run_1/m2.png
Bar = 50 um.
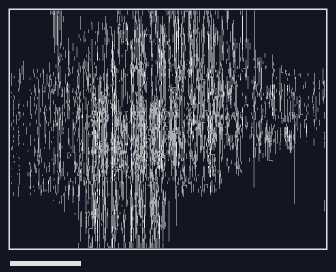
run_1/floorplan.png
Pins as bars on the die edge. Tap cells in gray.
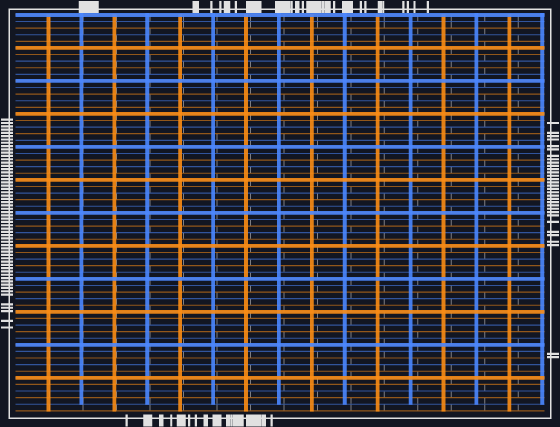
run_1/class_map.png
Bar = 50 um. Fill, decap, tap and diode cells in gray.
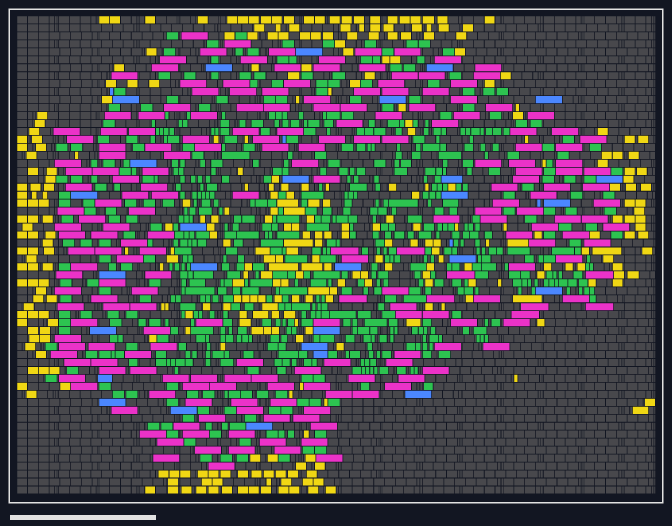
run_1/clock_wires.png
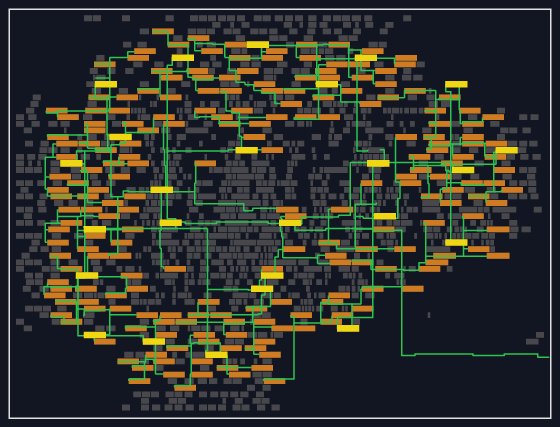
==> config.mk <==
export PLATFORM = sky130hd
export DESIGN_NAME = ip_packet_tx
export DESIGN_NICKNAME = d
export VERILOG_FILES = /design/src/rtl/ip_packet_tx.sv
export SDC_FILE = /design/constraint.sdc
export NUM_CORES = 1
export LEC_CHECK = 0
export CAP_MARGIN = 20
export CORE_ASPECT_RATIO = 0.75
export CORE_MARGIN = 2
export CORE_UTILIZATION = 30
export CTS_CLUSTER_SIZE = 10
export DETAILED_ROUTE_END_ITERATION = 10
export GPL_TIMING_DRIVEN = 0
export PLACE_DENSITY = 0.59
export SLEW_MARGIN = 20
export SYNTH_ARGS = -nofsm -noshare
export SYNTH_HDL_FRONTEND = slang
export SYNTH_SLANG_ARGS = --single-unit
==> constraint.sdc <==
create_clock -name ACLK -period 3.3 [get_ports ACLK]
set_input_delay 0.66 -clock ACLK [delete_from_list [all_inputs] [get_ports ACLK]]
set_output_delay 0.66 -clock ACLK [all_outputs]
set_load 0.01 [all_outputs]
==> impl_metrics.csv, run 1 <==
group,metric,value,unit
yosys,synthMuxAreaShare,18.72,%
sta,fmax,237.4,MHz
yosys,syn-instance-count,967,
sta,setup_ws,-0.9118,ns
layout,comb_area_share,36.91,%
worst_setup_path,cp_num_cells,11,
yosys,yosysTopAreaCellShare,49.34,%
sta,timing.final.crit_period,4.212,ns
outcome,outcome,"complete, but fails checks",
drt,drc_errors,0,
yosys,ys_sh_adder,0.5818,%
clock_network,h-tree-depth,1,
layout,layout.area.comb,0.005660,mm^2
layout,regArea,0.005316,mm^2
place,dp.cells,1623,
yosys,edf_count,0,
sta,worst_pin_slew,0.8942,ns
floorplanning,tap_cells,465,
global_route,gr-total-overflow,0,
sta,rsz0062_at_grt,"yes",
sta,finalCritPeriodShare,127.6,%
worst_hold_path,hold_depth,1,
worst_setup_path,max_stage_delay,0.39,ns
layout,largest_class,"logic gates",
yosys,ys_sh_xor,1.873,%
worst_setup_path,path_cells,"buf_4 -> ha_2 -> clkbuf_8 -> nor3b_4 -> nand4_1 -> and3_1 -> a21oi_1 -> o22ai_1 -> a31o_2 -> a311o_1 -> buf_2",
layout,nets,1449,
clock_network,cts_sinks,212,
clock_network,clock_path_buffers,3,
outcome,failed_checks,"negative setup slack",
layout,clock_area_share,4.488,%
worst_setup_path,crit_type,"flip-flop to output port",
sta,finalMaxSlewViolations,0,
yosys,yosysCellCount,967,
floorplanning,chipArea,0.03739,mm^2
yosys,ys_chip_area,0.01075,mm^2
drt,ant_nets,0,
worst_setup_path,crit_buf_inv,3,
drt,routedWlPerCell,23.64,um
layout,nNonClkBuffers,334,
layout,finalNonFillerCells,1734,
sta,finalSetupViolations,9,
worst_setup_path,crit_family,"AND-OR/OR-AND gates",
-- m2.png (at the start) --
The wires run mostly vertical. The layer holds 42% of the routed length. The layer carries 17100 um of wire. The longest straight run is 79.2 um. 1306 nets have wire on it.
WL final: 40990 um
via count: 9521
met2 usage: 30.64%

-- floorplan.png (at the start) --
Key: VSS = orange; VDD = blue
191 signal pins sit on the boundary. 12 straps on met5. 465 tap cells.
Chip Height: 168.0 um
core area: 0.03558 mm^2
die width: 222.6 um
Max VDD drop: 0.0004234 V

-- class_map.png (at the start) --
Key: clock drivers and dummy loads = blue [cells 32, share of their area 4.7%]; remaining logic cells = green [cells 691, share of their area 39%]; registers = magenta [cells 212, share of their area 36%]; remaining buffers and delay cells = yellow [cells 334, share of their area 21%]
post-layout util: 43.09%
cell area after layout: 0.01533 mm^2

-- clock_wires.png (at the start) --
Key: flip-flops = orange [count 212]; clock wires = green [length 3210 um]; clock-net drivers = yellow [count 25]
There are 26 routed clock nets. Position of the flops: widely spread.
clock share of power: 19.3%
clk_lat worst skew: 0.57 ns
Clk. pwr: 2.51 mW
final worst clock skew: 0.03328 ns

==> run 1: cell families after synthesis <==
logic type | Yosys count
adder cells (fa/ha/maj) | 5
AND-OR/OR-AND | 215
AND/OR/NAND/NOR | 259
XOR/XNOR | 23
flip-flops | 212
buffers and inverters | 74
multiplexers | 179
==> run 1: synthesized netlist by cell type (all sizes together) (5+ instances only) <==
cell	n
nor2b	6
nand4	10
o221ai	8
nor4	21
o21ai	45
o211ai	8
nand3b	5
buf	22
a221oi	5
nand2b	6
inv	10
a211oi	6
xor2	8
ha	5
and4	5
or4	10
or3	8
nand3	27
mux2	177
o31ai	7
a21oi	47
and3	9
nor2	58
dfrtp	212
xnor2	15
o22ai	21
nand2	69
clkbuf	42
a22oi	18
nor3	12
==> run 1: power breakdown <==
group / switching, mW / total, mW / internal, mW / leakage [nW]
sequential: 0.818 / 4.56 / 3.75 / 2.59
combinational: 3.05 / 5.95 / 2.89 / 3.35
clock: 1.10 / 2.51 / 1.40 / 0.337
total: 4.97 / 13.0 / 8.04 / 6.27
==> run 1: stage by stage <==
stage	TNS (ns)	utilization (%)	hold slack [ns]	worst slack, ns
floorplan	0	-	0.3644	0.005204
global placement	-1610.73	37.20	0.4607	-7.516
detailed placement	-19.43	37.39	0.4749	-1.732
CTS	-6.982	42.62	0.4837	-0.9980
global route	-7.065	43.09	0.5039	-0.9394
finish	-6.689	43.09	0.4848	-0.9118
==> run 1: layer usage <==
layer,routed length [um],vias to the layer above
met2,17060,470
met1,18990,4781
li1,-,4198
met4,1234,0
met3,3701,72
met5,0,-
==> run 1: timing repair <==
item,4_1_cts,5_1_grt
gates cloned,2,0
buffers inserted,69,18
endpoints found under the setup margin,26,27
hold endpoints to repair,20,0
hold buffers,1,0
resized,201,26
pin swaps,48,37
run_1/placed.png
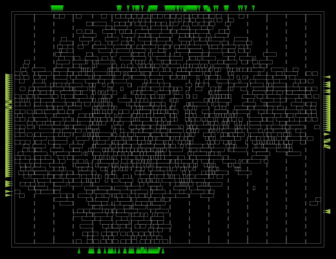

## Run 2: what changed since run 1
--- a/config.mk
+++ b/config.mk
@@ -8,11 +8,11 @@
 export CAP_MARGIN = 20
 export CORE_ASPECT_RATIO = 0.75
 export CORE_MARGIN = 2
-export CORE_UTILIZATION = 30
+export CORE_UTILIZATION = 48
 export CTS_CLUSTER_SIZE = 10
 export DETAILED_ROUTE_END_ITERATION = 10
 export GPL_TIMING_DRIVEN = 0
-export PLACE_DENSITY = 0.59
+export PLACE_DENSITY = 0.77
 export SLEW_MARGIN = 20
 export SYNTH_ARGS = -nofsm -noshare
 export SYNTH_HDL_FRONTEND = slang
==> constraint.sdc (replaced) <==
create_clock -name ACLK -period 3.47 [get_ports ACLK]
set_input_delay 0.694 -clock ACLK [delete_from_list [all_inputs] [get_ports ACLK]]
set_output_delay 0.694 -clock ACLK [all_outputs]
set_load 0.01 [all_outputs]
run_2/placed.png
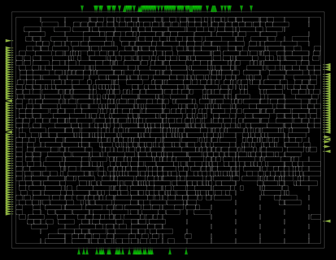
core area: 0.02205 mm^2
post-layout util: 67.69%
flop count: 212
final cell count without fillers: 1548
Rows: 47

==> impl_metrics.csv, run 2 <==
group,metric,value,unit
power,switching_power,4.564,mW
yosys,yosys-top-cells-count,"dfrtp_1 (212), mux2_2 (177), nand2_1 (69), nor2_1 (58), a21oi_1 (47)",
drt,vias,9607,
sta,fmax,231.0,MHz
drt,wl,37310,um
clock_network,clock_path_buffers,3,
floorplanning,die_y,133.6,um
worst_setup_path,cp_num_cells,11,
sta,setup_ws,-0.8598,ns
power,seq_power_share,35.8,%
power,clkPwrFrac,19.9,%
global_route,gr-total-overflow,0,
yosys,ys_chip_area,0.01075,mm^2
power,power_frac_comb,44.3,%
place,pre_cts_slack,-1.495,ns
worst_setup_path,max_stage_delay,0.55,ns
drt,ant_nets,0,
outcome,outcome,"complete, but fails checks",
worst_setup_path,crit_buf_inv,5,
sta,worst_pin_slew,1.085,ns
yosys,synthMuxAreaShare,18.72,%
worst_setup_path,path_cells,"buf_6 -> or4_4 -> buf_12 -> or4_4 -> buf_6 -> buf_4 -> a31oi_2 -> o32ai_2 -> a221oi_2 -> o41ai_2 -> buf_2",
layout,layout.area.comb,0.005588,mm^2
yosys,top_cell,"dfrtp_1",
power,irDropWorstVdd,0.0004233,V
yosys,yosysCellCount,967,
clock_network,insertion_delay,0.54,ns
clock_network,ctsHoldBuffers,0,
outcome,failed_checks,"negative setup slack",
clock_network,h-tree-depth,1,
sta,finalSetupViolations,8,
yosys,syn-instance-count,967,
drt,drc_errors,0,
sta,finalSetupTns,-5.980,ns
## run 2: area by class of cell
type                       instances  share of cell area (%)
clock inverter                     2                  0.3353
buffer                            56                   2.582
tap                              294                   2.464
clock buffer                      27                   4.375
multi-input combinational        681                   37.43
sequential                       212                   35.60
timing repair buffer             266                   16.96
inverter                          10                  0.2514
## run 2: power by group through the flow
| stage | logic [mW] | clock network [mW] | registers, mW |
|---|---|---|---|
| global placement | 4.17 | 0 | 4.23 |
| detailed placement | 4.27 | 0 | 4.28 |
| CTS | 4.99 | 2.42 | 4.28 |
| floorplan | 2.96 | 0 | 3.98 |
| finish | 5.35 | 2.40 | 4.33 |
| global route | 5.61 | 2.52 | 4.43 |
## run 2: layer usage
| metal | vias up | track usage, % | part of all wire [%] |
|---|---|---|---|
| met3 | 120 | 9.760 | 11 |
| li1 | 4158 | - | - |
| met2 | 618 | 45.31 | 42 |
| met1 | 4711 | 44.61 | 43 |
| met5 | - | 0 | 0 |
| met4 | 0 | 10.74 | 3.8 |
## run 2: what timing repair did
action,CTS,global route
hold endpoints to repair,0,0
gates resized,181,25
pin swaps,38,29
endpoints found under the setup margin,24,9
gates cloned,1,0
setup buffers,50,25
## run 2: cell families (layout without fill, tap and decap cells)
| logic type | after synthesis | count (layout) |
|---|---|---|
| compound gates | 215 | 215 |
| fa+ha+maj | 5 | 5 |
| simple gates | 259 | 259 |
| mux | 179 | 179 |
| xor+xnor | 23 | 23 |
| buf+inv | 74 | 361 |
| flops | 212 | 212 |
## run 2: through the flow
stage               std cells  utilization, %
global placement         1450           59.01
finish                   1548           67.69
global route             1548           67.69
detailed placement       1452           59.28
CTS                      1526           66.64
floorplan                 967               -
No activity file was given, so power comes from the tool's default toggle rates.
